### src/rtl/pipe_addsub_pkg.sv
// pipe_addsub shared defaults and helpers.
// Slice width is derived here so stage and top agree.
package pipe_addsub_pkg;

  localparam int W_DEF      = 16;
  localparam int STAGES_DEF = 4;

  function automatic int chunk_of(input int w, input int stages);
    return w / stages;
  endfunction

endpackage

### src/rtl/pipe_addsub_if.sv
// Operand/result handshake bundle for pipe_addsub.
// slave = adder side, master = producer/consumer side.
interface pipe_addsub_if
  import pipe_addsub_pkg::*;
#(
  parameter int W = W_DEF
);

  logic         in_valid;
  logic         in_ready;
  logic [W-1:0] a;
  logic [W-1:0] b;
  logic         sub;
  logic         out_valid;
  logic         out_ready;
  logic [W-1:0] sum;
  logic         carry_out;
  logic         overflow;

  modport slave (
    input  in_valid,
    input  a,
    input  b,
    input  sub,
    input  out_ready,
    output in_ready,
    output out_valid,
    output sum,
    output carry_out,
    output overflow
  );

  modport master (
    output in_valid,
    output a,
    output b,
    output sub,
    output out_ready,
    input  in_ready,
    input  out_valid,
    input  sum,
    input  carry_out,
    input  overflow
  );

endinterface

### src/rtl/addsub_stage.sv
// One CHUNK-bit slice of the pipelined adder.
// Adds slice K with the previous stage's carry and registers everything.
module addsub_stage
  import pipe_addsub_pkg::*;
#(
  parameter int W     = W_DEF,
  parameter int CHUNK = chunk_of(W_DEF, STAGES_DEF),
  parameter int K     = 0
) (
  input  logic         clk,
  input  logic         rst_n,
  input  logic         en,
  input  logic         valid,
  input  logic [W-1:0] a,
  input  logic [W-1:0] b,
  input  logic [W-1:0] psum,
  input  logic         cin,
  output logic         q_valid,
  output logic [W-1:0] q_a,
  output logic [W-1:0] q_b,
  output logic [W-1:0] q_sum,
  output logic         q_c
);

  localparam int LO = K * CHUNK;

  logic [CHUNK:0] s;
  logic [W-1:0]   nsum;

  always_comb begin
    s = {1'b0, a[LO +: CHUNK]}
      + {1'b0, b[LO +: CHUNK]}
      + {{CHUNK{1'b0}}, cin};
    nsum = psum;
    nsum[LO +: CHUNK] = s[CHUNK-1:0];
  end

  always_ff @(posedge clk or negedge rst_n) begin
    if (!rst_n) begin
      q_valid <= 1'b0;
      q_a     <= '0;
      q_b     <= '0;
      q_sum   <= '0;
      q_c     <= 1'b0;
    end else if (en) begin
      q_valid <= valid;
      q_a     <= a;
      q_b     <= b;
      q_sum   <= nsum;
      q_c     <= s[CHUNK];
    end
  end

endmodule

### src/rtl/pipe_addsub.sv
// Pipelined W-bit adder/subtractor, one CHUNK slice per stage.
// Single global enable: the whole pipe stalls when the output is held.
module pipe_addsub
  import pipe_addsub_pkg::*;
#(
  parameter int W      = W_DEF,
  parameter int STAGES = STAGES_DEF
) (
  input  logic           clk,
  input  logic           rst_n,
  pipe_addsub_if.slave   io
);

  localparam int CHUNK = chunk_of(W, STAGES);

  logic           en;
  logic [STAGES:0] v;
  logic [STAGES:0] c;
  logic [W-1:0]   av [STAGES+1];
  logic [W-1:0]   bv [STAGES+1];
  logic [W-1:0]   sv [STAGES+1];
  logic           unused_lo;

  assign en          = !v[STAGES] || io.out_ready;
  assign io.in_ready = en;

  // B is inverted up front; sub doubles as the stage-0 carry-in
  assign v[0]  = io.in_valid;
  assign av[0] = io.a;
  assign bv[0] = io.sub ? ~io.b : io.b;
  assign c[0]  = io.sub;
  assign sv[0] = '0;

  for (genvar k = 0; k < STAGES; k++) begin : g_stage
    addsub_stage #(
      .W     (W),
      .CHUNK (CHUNK),
      .K     (k)
    ) u_stage (
      .clk     (clk),
      .rst_n   (rst_n),
      .en      (en),
      .valid   (v[k]),
      .a       (av[k]),
      .b       (bv[k]),
      .psum    (sv[k]),
      .cin     (c[k]),
      .q_valid (v[k+1]),
      .q_a     (av[k+1]),
      .q_b     (bv[k+1]),
      .q_sum   (sv[k+1]),
      .q_c     (c[k+1])
    );
  end

  assign io.out_valid = v[STAGES];
  assign io.sum       = sv[STAGES];
  assign io.carry_out = c[STAGES];
  assign io.overflow  =
    (av[STAGES][W-1] == bv[STAGES][W-1]) &&
    (sv[STAGES][W-1] != av[STAGES][W-1]);

  assign unused_lo = ^{av[STAGES][W-2:0], bv[STAGES][W-2:0]};

endmodule

### src/flat_wrapper.sv
// flat-port wrapper written by rule: the top's interface ports become plain ports
module pipe_addsub_flat import pipe_addsub_pkg::*;
#(
  parameter int W      = W_DEF,
  parameter int STAGES = STAGES_DEF
)
  (clk, rst_n, io_in_valid, io_a, io_b, io_sub, io_out_ready, io_in_ready, io_out_valid, io_sum, io_carry_out, io_overflow);
  pipe_addsub_if #(.W(W)) io_i ();
  input  logic clk;
  input  logic rst_n;
  input wire logic [$bits(io_i.in_valid)-1:0] io_in_valid;
  input wire logic [$bits(io_i.a)-1:0] io_a;
  input wire logic [$bits(io_i.b)-1:0] io_b;
  input wire logic [$bits(io_i.sub)-1:0] io_sub;
  input wire logic [$bits(io_i.out_ready)-1:0] io_out_ready;
  output wire logic [$bits(io_i.in_ready)-1:0] io_in_ready;
  output wire logic [$bits(io_i.out_valid)-1:0] io_out_valid;
  output wire logic [$bits(io_i.sum)-1:0] io_sum;
  output wire logic [$bits(io_i.carry_out)-1:0] io_carry_out;
  output wire logic [$bits(io_i.overflow)-1:0] io_overflow;
  assign io_i.in_valid = io_in_valid;
  assign io_i.a = io_a;
  assign io_i.b = io_b;
  assign io_i.sub = io_sub;
  assign io_i.out_ready = io_out_ready;
  assign io_in_ready = io_i.in_ready;
  assign io_out_valid = io_i.out_valid;
  assign io_sum = io_i.sum;
  assign io_carry_out = io_i.carry_out;
  assign io_overflow = io_i.overflow;
  pipe_addsub #(.W(W), .STAGES(STAGES)) u_core (.clk(clk), .rst_n(rst_n), .io(io_i));
endmodule
### config.mk
export PLATFORM = sky130hd
export DESIGN_NAME = pipe_addsub_flat
export DESIGN_NICKNAME = d
export VERILOG_FILES = /design/src/rtl/pipe_addsub_pkg.sv /design/src/rtl/pipe_addsub_if.sv /design/src/rtl/addsub_stage.sv /design/src/rtl/pipe_addsub.sv /design/src/flat_wrapper.sv
export SDC_FILE = /design/constraint.sdc
export NUM_CORES = 1
export LEC_CHECK = 0
export ABC_AREA = 0
export ABC_CLOCK_PERIOD_IN_PS = 3510
export CORE_UTILIZATION = 50
export CTS_CLUSTER_SIZE = 28
export DETAILED_ROUTE_END_ITERATION = 8
export PLACE_DENSITY_LB_ADDON = 0.12
export SYNTH_ARGS = -nofsm -noshare
export SYNTH_HDL_FRONTEND = slang
export SYNTH_SLANG_ARGS = --single-unit
### constraint.sdc
create_clock -name clk -period 3.51 [get_ports clk]
set_input_delay 1.053 -clock clk [delete_from_list [all_inputs] [get_ports clk]]
set_output_delay 1.053 -clock clk [all_outputs]
set_load 0.02 [all_outputs]
==> summary.txt, run 1 <==
Implementation results. Pins over their slew limit in the final report were tallied at 0. According to the timing report, the data required time at the worst endpoint equals ~2.5 ns. The most common logic cell in the final layout is sky130_fd_sc_hd__nand2_1. Fraction of registers with async set/reset landed at 1.000. Grouping non-sequential cells by family puts the most area in simple AND/OR/NAND/NOR gates. Per the detail_route log, the uppermost layer with routed signals is met4.

After clock tree synthesis, the setup repair step added 0 buffers. The most used flip-flop cell after synthesis is sky130_fd_sc_hd__dfrtp_1. Met2 track utilization from global routing landed at 0.3006. The biggest slice of the total power is consumed by registers.

The layout report lists the non-clock buffer share of cell area as 0.1171. Worst slack at placement landed at 0.1477 ns. In the final layout, the share of cells above drive strength 1 is 0.05049.

Number of enable-type register cells in the synthesized netlist landed at 0. Sequential power for this build is 1.89 mW. Per the layout area report, the combinational fraction of cell area is 0.3281. Die outline height landed at ~95 um. Switching power of the nets landed at between 1.5 and 2 mW.

Wire segments on met3 add up to 223 um in the final route. The number of antenna violations at the first check in global routing was 0. Per the synthesis report, the simple-gate share of the synthesized area is 0.2071.

Floorplan die width landed at 95.35 um. Detailed-route wire length on metal 1 landed at 3.763 mm. The register with the most flip-flops in the layout has 40 of them.

Number of cells upsized or downsized after cts landed at 0. Summed over all combinational cells, the power is 1.70 mW. At the worst endpoint, the arrival time is 2.31 ns. Clock slew seen by the registers of the worst setup and hold paths landed at ~0.09 ns.

The largest registers in the layout are u_core.g_stage.u_stage.q_sum: 40 flops, u_core.g_stage.u_stage.q_a: 25 flops, u_core.g_stage.u_stage.q_b: 25 flops. TritonCTS built the clock tree. According to the floorplan log, the row count is 33. The setup check on the worst reg-to-reg path leaves a slack of 1.63 ns. Per the Yosys statistics, synthesis produced ~460 cells.

Number of placed instances, taps included landed at 604. For the worst reg-to-reg path, the endpoint reported by OpenROAD is u_core.g_stage[1].u_stage.q_sum[6]. Of the available clock period, the critical path in the final layout requires 0.9578.

Count of unique library cells instantiated by Yosys landed at 27. Remaining routing DRC violations landed at 0. Summing all multiplexer cells gives an area fraction of 0.002298.

STA classifies the critical path endpoint as an output pin. In this run the deepest clock path goes through 2 buffers. Detailed-routing iteration count for the pre-antenna-repair pass landed at 4. The number of clock buffers added by TritonCTS is 9. Antenna cell count landed at 0. The launch point of the critical path was reported as io_out_ready. The synthesized netlist handed to floorplanning was reported with a cell count of 461.

The flow ran to the end, and the final reports show no timing, DRC or antenna violations. Area of the die landed at 9091 um2. First-pass GRT wire length landed at 13.27 mm.

In this run the most critical hold path is launched from u_core.g_stage[0].u_stage.q_b[15]. In the final timing run, aggregate negative setup slack is 0 ns. Area share of the leading cell type in the synthesized netlist landed at 0.5629. From synthesis to final layout, the design area changed by 19.21%.

The number of maximum-capacitance violations recorded for the run is 0. Final critical-path required period landed at 3.362 ns. Entering global routing, the biggest net connects 89 pins. The number of multi-input combinational cells in the layout is 321. In this run the remaining antenna-violating nets after routing total 0.

The internal power of the cells totals 2.827 mW. In the hold report, the worst path ends at u_core.g_stage[1].u_stage.q_b[15]. CTS H-tree depth landed at 3. After global routing, the most crowded layer is met2. Met3 track utilization from global routing landed at 0.02711. In the layout the commonest cells are 192 x sky130_fd_sc_hd__nand2_1, 98 x sky130_fd_sc_hd__dfrtp_1, 55 x sky130_fd_sc_hd__clkdlybuf4s50_1, 32 x sky130_fd_sc_hd__o21ai_0, 18 x sky130_fd_sc_hd__inv_1. Total placed instance area landed at 4967 um2. The worst path meets setup with 0.1480 ns of slack. Total power for the finished layout comes to about 4.4 mW. The cell-mix breakdown from Yosys lists the adder-cell area share as 0.06950. Core area landed at 8341 um2.

Number of standard cells in the layout, taps in and fillers out landed at 620. Detailed-route iteration 0 reported a violation count of 160. For reference, the critical path is captured by io_in_ready. The worst setup path is launched from a primary input.

Depth of the worst register-to-register path landed at 6. The leakage power in the latest report is 2.534 nW. Largest stage delay on the critical path landed at 0.61 ns.

Total of hold buffers inserted after clock tree synthesis landed at 0. The type recorded for the worst min-delay path is flip-flop to flip-flop. Total number of tap cells landed at 105. Number of setup violations in the final report landed at 0. Tally of buffers added on design ports landed at 56. Counting both buffers and inverters, the worst setup path holds a total of 3. Number of flip-flops and latches landed at 98. Remaining max-slew budget at the tightest pin landed at 0.4410.

The cell sequence reported for the critical path is clkdlybuf4s50_1, nor2b_4, inv_2, clkdlybuf4s50_1.
### M4 wires, run 1

Drawn at 6 px/um. Supply wires on this layer in grey. Cells faint in the background.
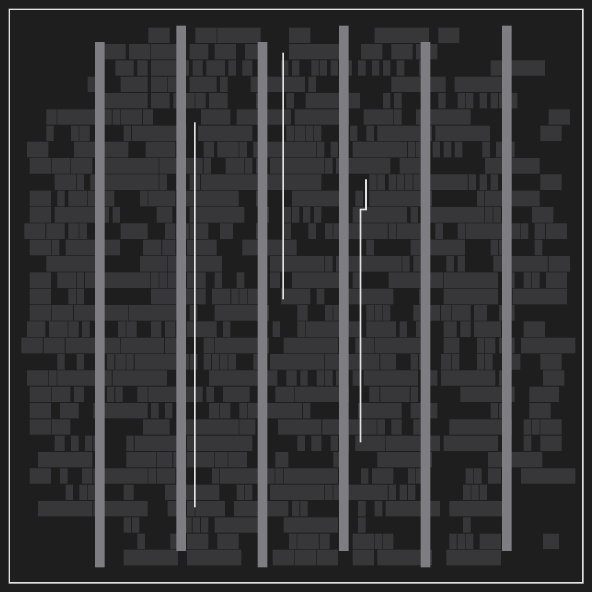
nets with wire on the layer = 2
share of all routed wire = 2.0%
wire length on this layer = 149 um
longest straight run = 63.9 um
main direction = vertical
Total Wirelength: 7.520 mm
Via Count: 3,031

### Metal layers overlaid, run 1

Drawn at 4 px/um.
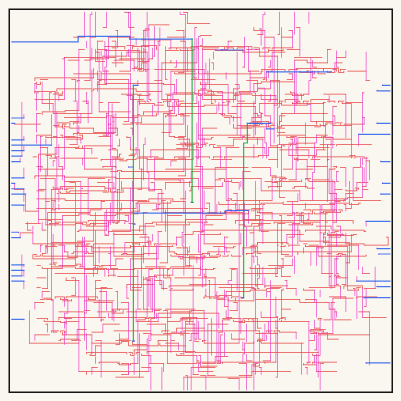
met1 -> red  # wire length 3,760 um
met4 -> green  # wire length 149 um
met3 -> blue  # wire length 223 um
met2 -> magenta  # wire length 3,380 um
total global routing track utilization: 0.1924
WL/cell: 12.13 um

### Clock wiring as the flow saved it, run 1

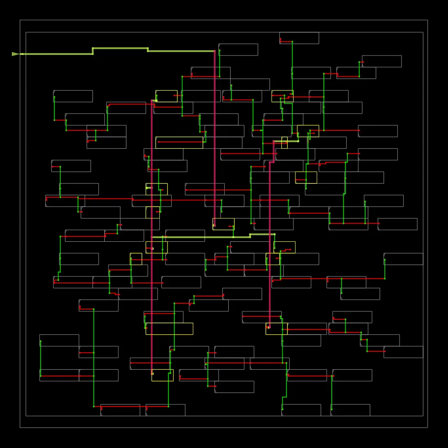
Clock Buffer Count: 11
later-pin clock latency in the skew report: 0.36 ns
post-route clock skew: 0.008126 ns
clock network power: 0.812 mW
number of clock sinks seen by CTS: 98

### Where the registers sit, run 1

Drawn at 4 px/um. Other sequential cells in the stronger grey, the rest of the logic in the fainter grey.
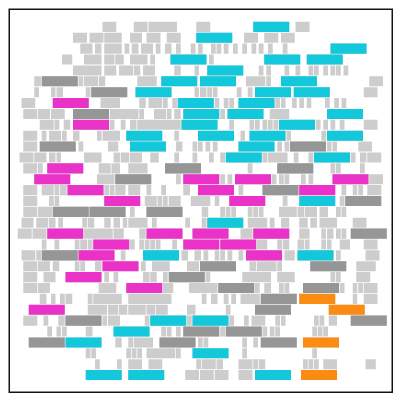
`u_core.g_stage.u_stage.q_b` -> magenta  # sequential cells 25
`u_core.g_stage.u_stage.q_sum` -> cyan  # sequential cells 40
`u_core.g_stage.u_stage.q_valid` -> orange  # sequential cells 4, where south-east
not coloured = 29
sequential cell area: 2452 um2
final standard cell utilization of the core: 0.6227
share of cell area taken by flip-flops and latches: 0.4722

==> run 2: changes to the inputs <==
- CTS_CLUSTER_SIZE: 28 -> unset
### Metal layers overlaid, run 2

Drawn at 4 px/um.
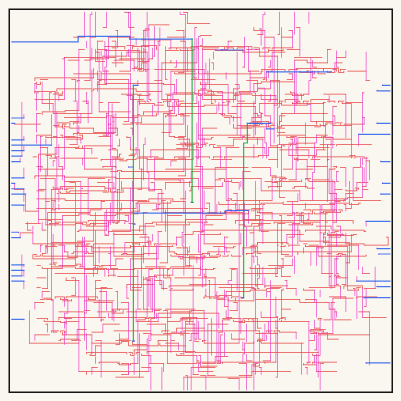
met1 -> red  # wire length 3,760 um
met4 -> green  # wire length 149 um
met3 -> blue  # wire length 223 um
met2 -> magenta  # wire length 3,380 um

==> run 2 against run 1 <==
  * Total power stayed put
  * Register-to-register slack about the same
  * Clock-buffer cell count unchanged
  * Sequential power about the same
  * Area after synthesis unchanged
  * Setup slack did not move
  * Critical path depth did not move
  * Worst hold slack did not move
  * Cell count is the same
  * Critical path type unchanged
  * Largest cell class unchanged
==> summary.txt, run 2 <==
Implementation results. For the final database, setup skew stands at 0.008126 ns. The worst setup path is captured at an output pin. The flow ran to the end, and the final reports show no timing, DRC or antenna violations. Worst slack at placement landed at 0.1477 ns. After detailed routing, the average wire length per cell comes to 12.13 um. Pins over their slew limit in the final report were tallied at 0. The design draws 4.399 mW.

The internal power of the cells totals 2.827 mW. In the global route stage, met3 resource usage came out at 0.02711. The final layout report lists a clock buffer count of 11. The fraction of cell area in multi-input combinational cells is reported as 0.3281. Number of placed instances, taps included landed at 604. Number of flip-flops and latches landed at 98. Required time of the worst setup path landed at 2.46 ns. TritonCTS built the clock tree. The type recorded for the worst min-delay path is flip-flop to flip-flop. Per the final layout report, the fraction of cells sized above drive strength 1 comes to 0.05049. The initialized floorplan defines 33 standard-cell rows.

Number of cells upsized or downsized after cts landed at 0. The synthesized netlist handed to floorplanning was reported with a cell count of 461. As reported, the later end of the worst-skew pair has a clock insertion delay of around 0.36 ns. Reported max-cap violation count landed at 0. During tapcell insertion the tool placed around 110 well taps. The largest share of the power goes to registers.

The post-route report lists met1 wire length as 3.763 mm. Wires add up to roughly 7.5 mm. Deepest clock path buffer count landed at 2. Post-route fraction of the period consumed by the critical path landed at 0.9578. Worst reg-to-reg setup slack landed at 1.63 ns. For reference, the critical path is captured by io_in_ready. Remaining routing DRC violations landed at 0.

The cell-mix breakdown from Yosys lists the adder-cell area share as 0.06950. STA lists the startpoint of the worst hold path as u_core.g_stage[0].u_stage.q_b[15]. Final core area utilization landed at 0.6227. Floorplan die width landed at 95.35 um. First-pass GRT wire length landed at about 13 mm. Global routing put the most usage on met2.

Detailed-routing iteration count for the pre-antenna-repair pass landed at 4. Power dissipated in the clock network landed at 0.812 mW. Leaving out fill and tap cells, the most frequent cells in the layout are 192 x sky130_fd_sc_hd__nand2_1, 98 x sky130_fd_sc_hd__dfrtp_1, 55 x sky130_fd_sc_hd__clkdlybuf4s50_1, 32 x sky130_fd_sc_hd__o21ai_0, 18 x sky130_fd_sc_hd__inv_1. Area share of the leading cell type in the synthesized netlist landed at 0.5629. The critical path in the final layout is reported with a setup slack of 0.1480 ns. Count of buffers added by post-CTS timing repair for setup landed at 0.

Critical path data arrival time landed at ~2.3 ns. In the synthesized netlist the async set-or-reset flop fraction comes to 1.000. Power consumed by sequential cells landed at 1.89 mW. Power attributed to combinational cells is approximately 1.7 mW. Layout-stage area growth over the synthesis result landed at 19.21%.
### Clock wiring as the flow saved it, run 2

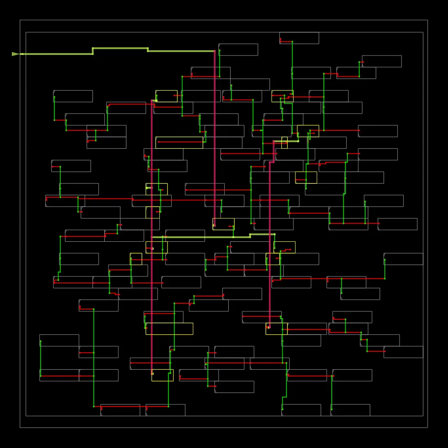

==> run 3: changes to the inputs <==
- MAX_ROUTING_LAYER: unset -> met4
### Clock wiring as the flow saved it, run 3

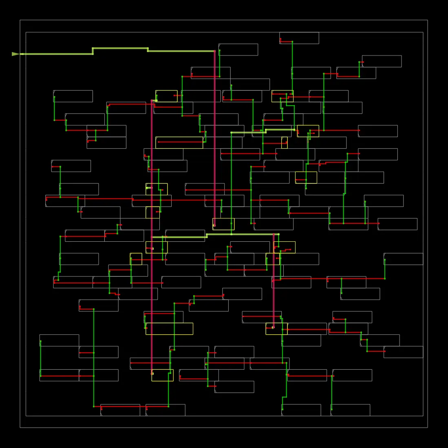
post-route clock skew: 0.008059 ns
Flops: 98
number of clock buffers inserted by TritonCTS: 9

==> run 3 against run 2 <==
  * Clock power about the same
  * Largest cell class unchanged
  * Cell area unchanged
  * First-iteration DRC count unchanged
  * Clock skew hardly changed
  * Register-to-register slack barely moved
  * Largest power group unchanged
  * Highest routed layer unchanged
==> summary.txt, run 3 <==
Implementation results. The post-route utilization of the core is recorded as 0.6227. The endpoint identified for the worst register-to-register timing path is u_core.g_stage[1].u_stage.q_sum[6]. Die outline height landed at 95.35 um.

The fraction of final cell area spent on non-clock buffers in this run is 0.1171. The timing report gives the worst reg2reg path a setup slack of 1.63 ns. In the detailed route, the total length drawn on met3 is between 200 and 250 um. Ratio of cells with drive above 1 in the final layout landed at 0.05049. Post-synthesis instance total landed at approximately 460. Per the finish-stage timing summary, setup violations number 0.

The commonest register cell is sky130_fd_sc_hd__dfrtp_1. Sum of routed wire length over all layers landed at 7.523 mm. Fraction of the mapped netlist area in adder cells landed at 0.06950.

Total global-route track usage over all layers is 0.1982. Remaining max-slew budget at the tightest pin landed at 0.4423. After the flow finishes, the layout carries non-filler instances totaling 620. Power attributed to sequential cells is 1.89 mW. The run finished with clean final reports. TritonCTS built the clock tree. Final critical-path required period landed at 3.362 ns.

Area of all sequential standard cells landed at between 2000 and 2500 um2. In this run the worst hold path is classified as flip-flop to flip-flop. Counting flops with a built-in enable in the synthesized netlist gives 0. Detailed-routing iteration count for the pre-antenna-repair pass landed at 4.

Per the cell usage report, the commonest logic cell in the layout is sky130_fd_sc_hd__nand2_1. Area of the die landed at 9091 um2. The routed layout reports a DRC error count of 0. Hold analysis lists the worst path endpoint as u_core.g_stage[1].u_stage.q_b[15]. The buffer_ports step reported a buffer count of roughly 56.

CTS saw 98 sinks. After detailed routing, the wire length on met1 is 3.762 mm. The largest registers in the layout are u_core.g_stage.u_stage.q_sum: 40 flops, u_core.g_stage.u_stage.q_a: 25 flops, u_core.g_stage.u_stage.q_b: 25 flops. Fraction of area in registers landed at 0.4722.

The most critical setup path has its endpoint at io_in_ready. Met3 track utilization from global routing landed at 0.02711. The number of antenna violations at the first check in global routing was 0.

Detailed-route iteration 0 reported a violation count of 160. The skew report gives the latency at the later pin of the worst-skew pair as 0.36 ns. Per the layout area report, the combinational fraction of cell area is 0.3281. Total placed instance area landed at 4967 um2.

The largest share of the power goes to registers. Reported max-cap violation count landed at 0. Once detail routing completed, the nets flagged for antenna violations numbered 0.
Power figures rest on the tool's default switching activity, not on a simulated workload.
